$ cat src/rtl/lc3_uart_pkg.sv
// Shared definitions for the LC3 UART blocks: FSM states, parity modes and
// the baud divisor helper used by both TX and RX.
package lc3_uart_pkg;

    typedef enum logic [2:0] {
        IDLE,
        START,
        DATA,
        PARITY,
        STOP
    } uart_state_e;

    localparam int PAR_NONE = 0;
    localparam int PAR_EVEN = 1;
    localparam int PAR_ODD  = 2;

    function automatic int baud_div(input int clk_freq, input int baud);
        return clk_freq / baud;
    endfunction

endpackage

$ cat src/rtl/lc3_baud_tick.sv
// Bit-period timer: one-cycle tick every DIV enabled cycles, restartable so a
// new frame always begins on a fresh bit period.
module lc3_baud_tick #(
    parameter int DIV = 104
) (
    input  logic clk,
    input  logic rst,
    input  logic i_restart,
    input  logic i_en,
    output logic o_tick
);

    localparam int CNT_W = (DIV > 2) ? $clog2(DIV) : 1;
    localparam logic [CNT_W-1:0] LAST = CNT_W'(DIV - 1);

    logic [CNT_W-1:0] r_cnt;

    always_ff @(posedge clk or posedge rst) begin
        if (rst) begin
            r_cnt <= '0;
        end else if (i_restart) begin
            r_cnt <= '0;
        end else if (i_en) begin
            r_cnt <= (r_cnt == LAST) ? '0 : r_cnt + CNT_W'(1);
        end
    end

    assign o_tick = i_en && (r_cnt == LAST);

endmodule

$ cat src/rtl/lc3_uart_tx.sv
// UART transmitter: start bit, 8 data bits LSB first, optional parity and
// one or two stop bits. tx and tx_busy come straight from flops.
module lc3_uart_tx
    import lc3_uart_pkg::*;
#(
    parameter int CLK_FREQ  = 12_000_000,
    parameter int BAUD      = 115_200,
    parameter int PARITY    = 0,
    parameter int STOP_BITS = 1
) (
    input  logic       clk,
    input  logic       rst,
    input  logic       tx_start,
    input  logic [7:0] tx_data,
    output logic       tx,
    output logic       tx_busy
);

    localparam int DIV = baud_div(CLK_FREQ, BAUD);
    localparam logic [2:0] LAST_STOP = 3'(STOP_BITS - 1);
    localparam logic PAR_INV = (PARITY == PAR_ODD);

    generate
        if (DIV < 2) begin : g_bad_div
            $error("lc3_uart_tx: CLK_FREQ/BAUD must be at least 2");
        end
        if (PARITY != PAR_NONE && PARITY != PAR_EVEN && PARITY != PAR_ODD) begin : g_bad_par
            $error("lc3_uart_tx: PARITY must be 0, 1 or 2");
        end
        if (STOP_BITS < 1 || STOP_BITS > 2) begin : g_bad_stop
            $error("lc3_uart_tx: STOP_BITS must be 1 or 2");
        end
    endgenerate

    uart_state_e r_state, w_state_nxt;
    logic [7:0]  r_shift, w_shift_nxt;
    logic [2:0]  r_bit_idx, w_bit_idx_nxt;
    logic        r_par, w_par_nxt;
    logic        r_tx, w_tx_nxt;
    logic        r_busy, w_busy_nxt;
    logic        w_accept;
    logic        w_tick;
    logic        w_active;

    assign w_active = (r_state != IDLE);

    lc3_baud_tick #(
        .DIV(DIV)
    ) u_tick (
        .clk       (clk),
        .rst       (rst),
        .i_restart (w_accept),
        .i_en      (w_active),
        .o_tick    (w_tick)
    );

    always_ff @(posedge clk or posedge rst) begin
        if (rst) begin
            r_state   <= IDLE;
            r_shift   <= '0;
            r_bit_idx <= '0;
            r_par     <= 1'b0;
            r_tx      <= 1'b1;
            r_busy    <= 1'b0;
        end else begin
            r_state   <= w_state_nxt;
            r_shift   <= w_shift_nxt;
            r_bit_idx <= w_bit_idx_nxt;
            r_par     <= w_par_nxt;
            r_tx      <= w_tx_nxt;
            r_busy    <= w_busy_nxt;
        end
    end

    // Next-state logic computes the value tx will hold after the edge.
    always_comb begin
        w_state_nxt   = r_state;
        w_shift_nxt   = r_shift;
        w_bit_idx_nxt = r_bit_idx;
        w_par_nxt     = r_par;
        w_tx_nxt      = r_tx;
        w_busy_nxt    = r_busy;
        w_accept      = 1'b0;

        case (r_state)
            IDLE: begin
                w_tx_nxt   = 1'b1;
                w_busy_nxt = 1'b0;
                if (tx_start) begin
                    w_accept      = 1'b1;
                    w_state_nxt   = START;
                    w_shift_nxt   = tx_data;
                    w_par_nxt     = (^tx_data) ^ PAR_INV;
                    w_bit_idx_nxt = '0;
                    w_tx_nxt      = 1'b0;
                    w_busy_nxt    = 1'b1;
                end
            end
            START: begin
                if (w_tick) begin
                    w_state_nxt = DATA;
                    w_tx_nxt    = r_shift[0];
                end
            end
            DATA: begin
                if (w_tick) begin
                    if (r_bit_idx == 3'd7) begin
                        w_bit_idx_nxt = '0;
                        if (PARITY != PAR_NONE) begin
                            w_state_nxt = lc3_uart_pkg::PARITY;
                            w_tx_nxt    = r_par;
                        end else begin
                            w_state_nxt = STOP;
                            w_tx_nxt    = 1'b1;
                        end
                    end else begin
                        w_shift_nxt   = r_shift >> 1;
                        w_bit_idx_nxt = r_bit_idx + 3'd1;
                        w_tx_nxt      = r_shift[1];
                    end
                end
            end
            lc3_uart_pkg::PARITY: begin
                if (w_tick) begin
                    w_state_nxt   = STOP;
                    w_bit_idx_nxt = '0;
                    w_tx_nxt      = 1'b1;
                end
            end
            STOP: begin
                if (w_tick) begin
                    if (r_bit_idx == LAST_STOP) begin
                        w_state_nxt   = IDLE;
                        w_bit_idx_nxt = '0;
                        w_busy_nxt    = 1'b0;
                    end else begin
                        w_bit_idx_nxt = r_bit_idx + 3'd1;
                    end
                    w_tx_nxt = 1'b1;
                end
            end
            default: begin
                w_state_nxt = IDLE;
                w_tx_nxt    = 1'b1;
                w_busy_nxt  = 1'b0;
            end
        endcase
    end

    assign tx      = r_tx;
    assign tx_busy = r_busy;

endmodule

$ cat config.mk
export PLATFORM = sky130hd
export DESIGN_NAME = lc3_uart_tx
export DESIGN_NICKNAME = d
export VERILOG_FILES = /design/src/rtl/lc3_uart_pkg.sv /design/src/rtl/lc3_baud_tick.sv /design/src/rtl/lc3_uart_tx.sv
export SDC_FILE = /design/constraint.sdc
export NUM_CORES = 1
export LEC_CHECK = 0
export ABC_AREA = 0
export CAP_MARGIN = 10
export CORE_ASPECT_RATIO = 0.75
export CORE_MARGIN = 2
export CORE_UTILIZATION = 44
export CTS_CLUSTER_DIAMETER = 40
export DETAILED_ROUTE_END_ITERATION = 6
export PLACE_DENSITY_LB_ADDON = 0.25
export SYNTH_ARGS = -nofsm -noshare
export SYNTH_HDL_FRONTEND = slang
export SYNTH_SLANG_ARGS = --single-unit
$ cat constraint.sdc
create_clock -name clk -period 2.3 [get_ports clk]
set_clock_uncertainty 0.05 [all_clocks]
set_input_delay 0.69 -clock clk [delete_from_list [all_inputs] [get_ports clk]]
set_output_delay 0.69 -clock clk [all_outputs]
set_load 0.005 [all_outputs]
Run 1, met1 routing:
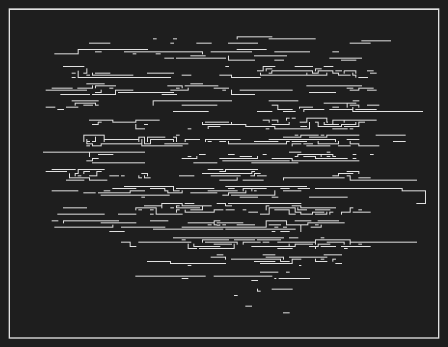
wire length on this layer: 1330 um
share of all routed wire: 48%
nets with wire on the layer: 155
longest straight run: 17.5 um

Run 1, met2 routing:
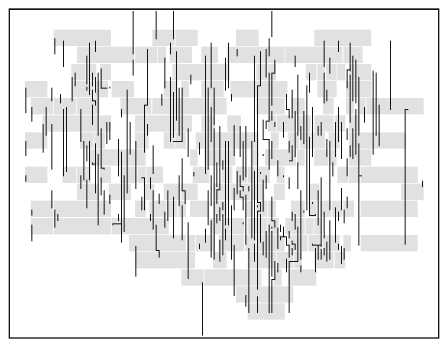
wire length on this layer: 1230 um
share of all routed wire: 44%
main direction: vertical
nets with wire on the layer: 141

Run 1, the clock network:
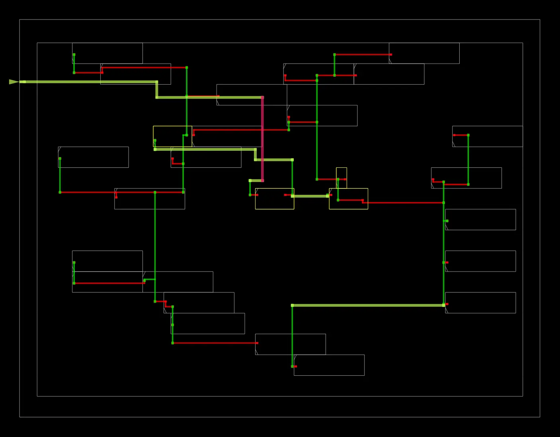
Clock Sinks: 23
flip-flops: 23
Layout clock buffers: 4

==> impl_metrics.csv, run 1 <==
group,metric,value,unit
floorplan,core_area,2940,um^2
timing,slew_headroom,0.595,
clock_network,cts_made_buffers,3,
clock_network,post_cts_resized,0,
power_and_ir_drop,power.switching,642,uW
floorplan,die_h,52.0,um
route,drc_errors,0,
run_status,status,"finished, final reports clean",
yosys,synth-warning-count,0,
setup_path,rrSetupSlack,0.26,ns
cells_and_area,buffer_area_frac,0.105,
cells_and_area,inv_count,5,
power_and_ir_drop,p_seq_frac,0.448,
yosys,synth-edff-count,0,
timing,finalCritPeriodShare,0.889,
hold_path,hold_path.startpoint,"r_shift[7]",
cells_and_area,largest_cell_class,"multi-input combinational cells",
setup_path,path_max_fanout,4,
power_and_ir_drop,p_leak,0.626,nW
setup_path,crit_family,"simple AND/OR/NAND/NOR gates",
setup_path,cpMostUsedCell,"ha_1",
yosys,numSynthFlops,23,
power_and_ir_drop,p_total,1.70,mW
global_routing,antenna_found_initial,0,
route,dr.max_layer_used,"met4",
floorplan,fp_util,0.461,
power_and_ir_drop,p_int,1.06,mW
floorplan,num_rows,17,
timing,hold_viol,0,
==> inputs of run 2 (changes only) <==
Settings changed: ABC_CLOCK_PERIOD_IN_PS set to 2300, CORE_MARGIN 2 to unset.
Run 2, wiring by layer:
Two of the layers only.
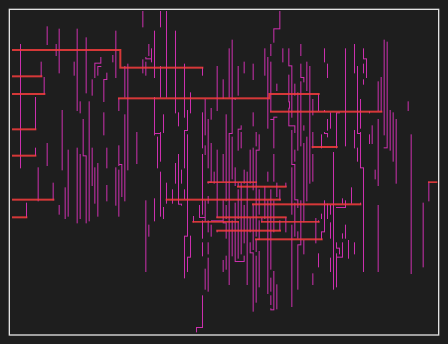
legend:
  red:
    layer: metal 3
    wire_length: 204 um
  magenta:
    layer: metal 2
    wire_length: 1310 um

Run 2, the clock network:
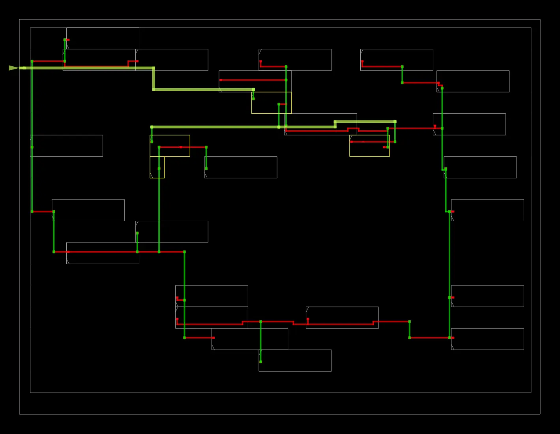
Inserted Clock Buffers: 3
Layout clock buffers: 3
clk ins delay skew pair: 0.27 ns

==> run 2 against run 1 <==
  * First-iteration DRC count fell by 22%
  * Flip-flop count stayed put
  * Cell area grew 0.56%
  * Via count up 0.80%
  * Register-to-register slack worse by 0.04 ns
  * Combinational power down 3%
  * Wire length increased by 4.9%
  * Maximum frequency down 2.0%
  * Die size decreased by 6.7%
  * Synthesized cell count stayed put
  * Sequential share of layout area shrank 0.20 points
  * Final cell count is 0.51% higher
  * Critical path type unchanged
==> impl_metrics.csv, run 2 <==
group,metric,value,unit
floorplan,fp_util,0.461,
setup_path,rrSetupSlack,0.21,ns
power_and_ir_drop,pg_clk,257,uW
setup_path,path_max_fanout,15,
floorplan,die_h,50.0,um
clock_network,cts_sinks,23,
setup_path,crit_family,"AND-OR/OR-AND gates",
timing,finalCritPeriodShare,0.907,
run_status,status,"finished, final reports clean",
cells_and_area,comb_share,0.455,
yosys,adder_share,0.0370,
floorplan,num_rows,17,
power_and_ir_drop,p_leak,0.641,nW
clock_network,tritoncts,"built",
cells_and_area,inv_count,5,
route,dr.max_layer_used,"met3",
cells_and_area,seq_cell_count,23,
global_routing,antenna_found_initial,0,
power_and_ir_drop,p_per_area,1070,nW/um^2
global_routing,grt_util_met2,0.316,
power_and_ir_drop,p_total,1.69,mW
timing,hold_viol,0,
timing,slew_headroom,0.485,
cells_and_area,buffer_area_frac,0.109,
yosys,avgSynthCellArea,9.46,um^2
floorplan,core_area,2940,um^2
power_and_ir_drop,power.switching,650,uW
route,drc_errors,0,
Power and IR drop assume default switching activity.
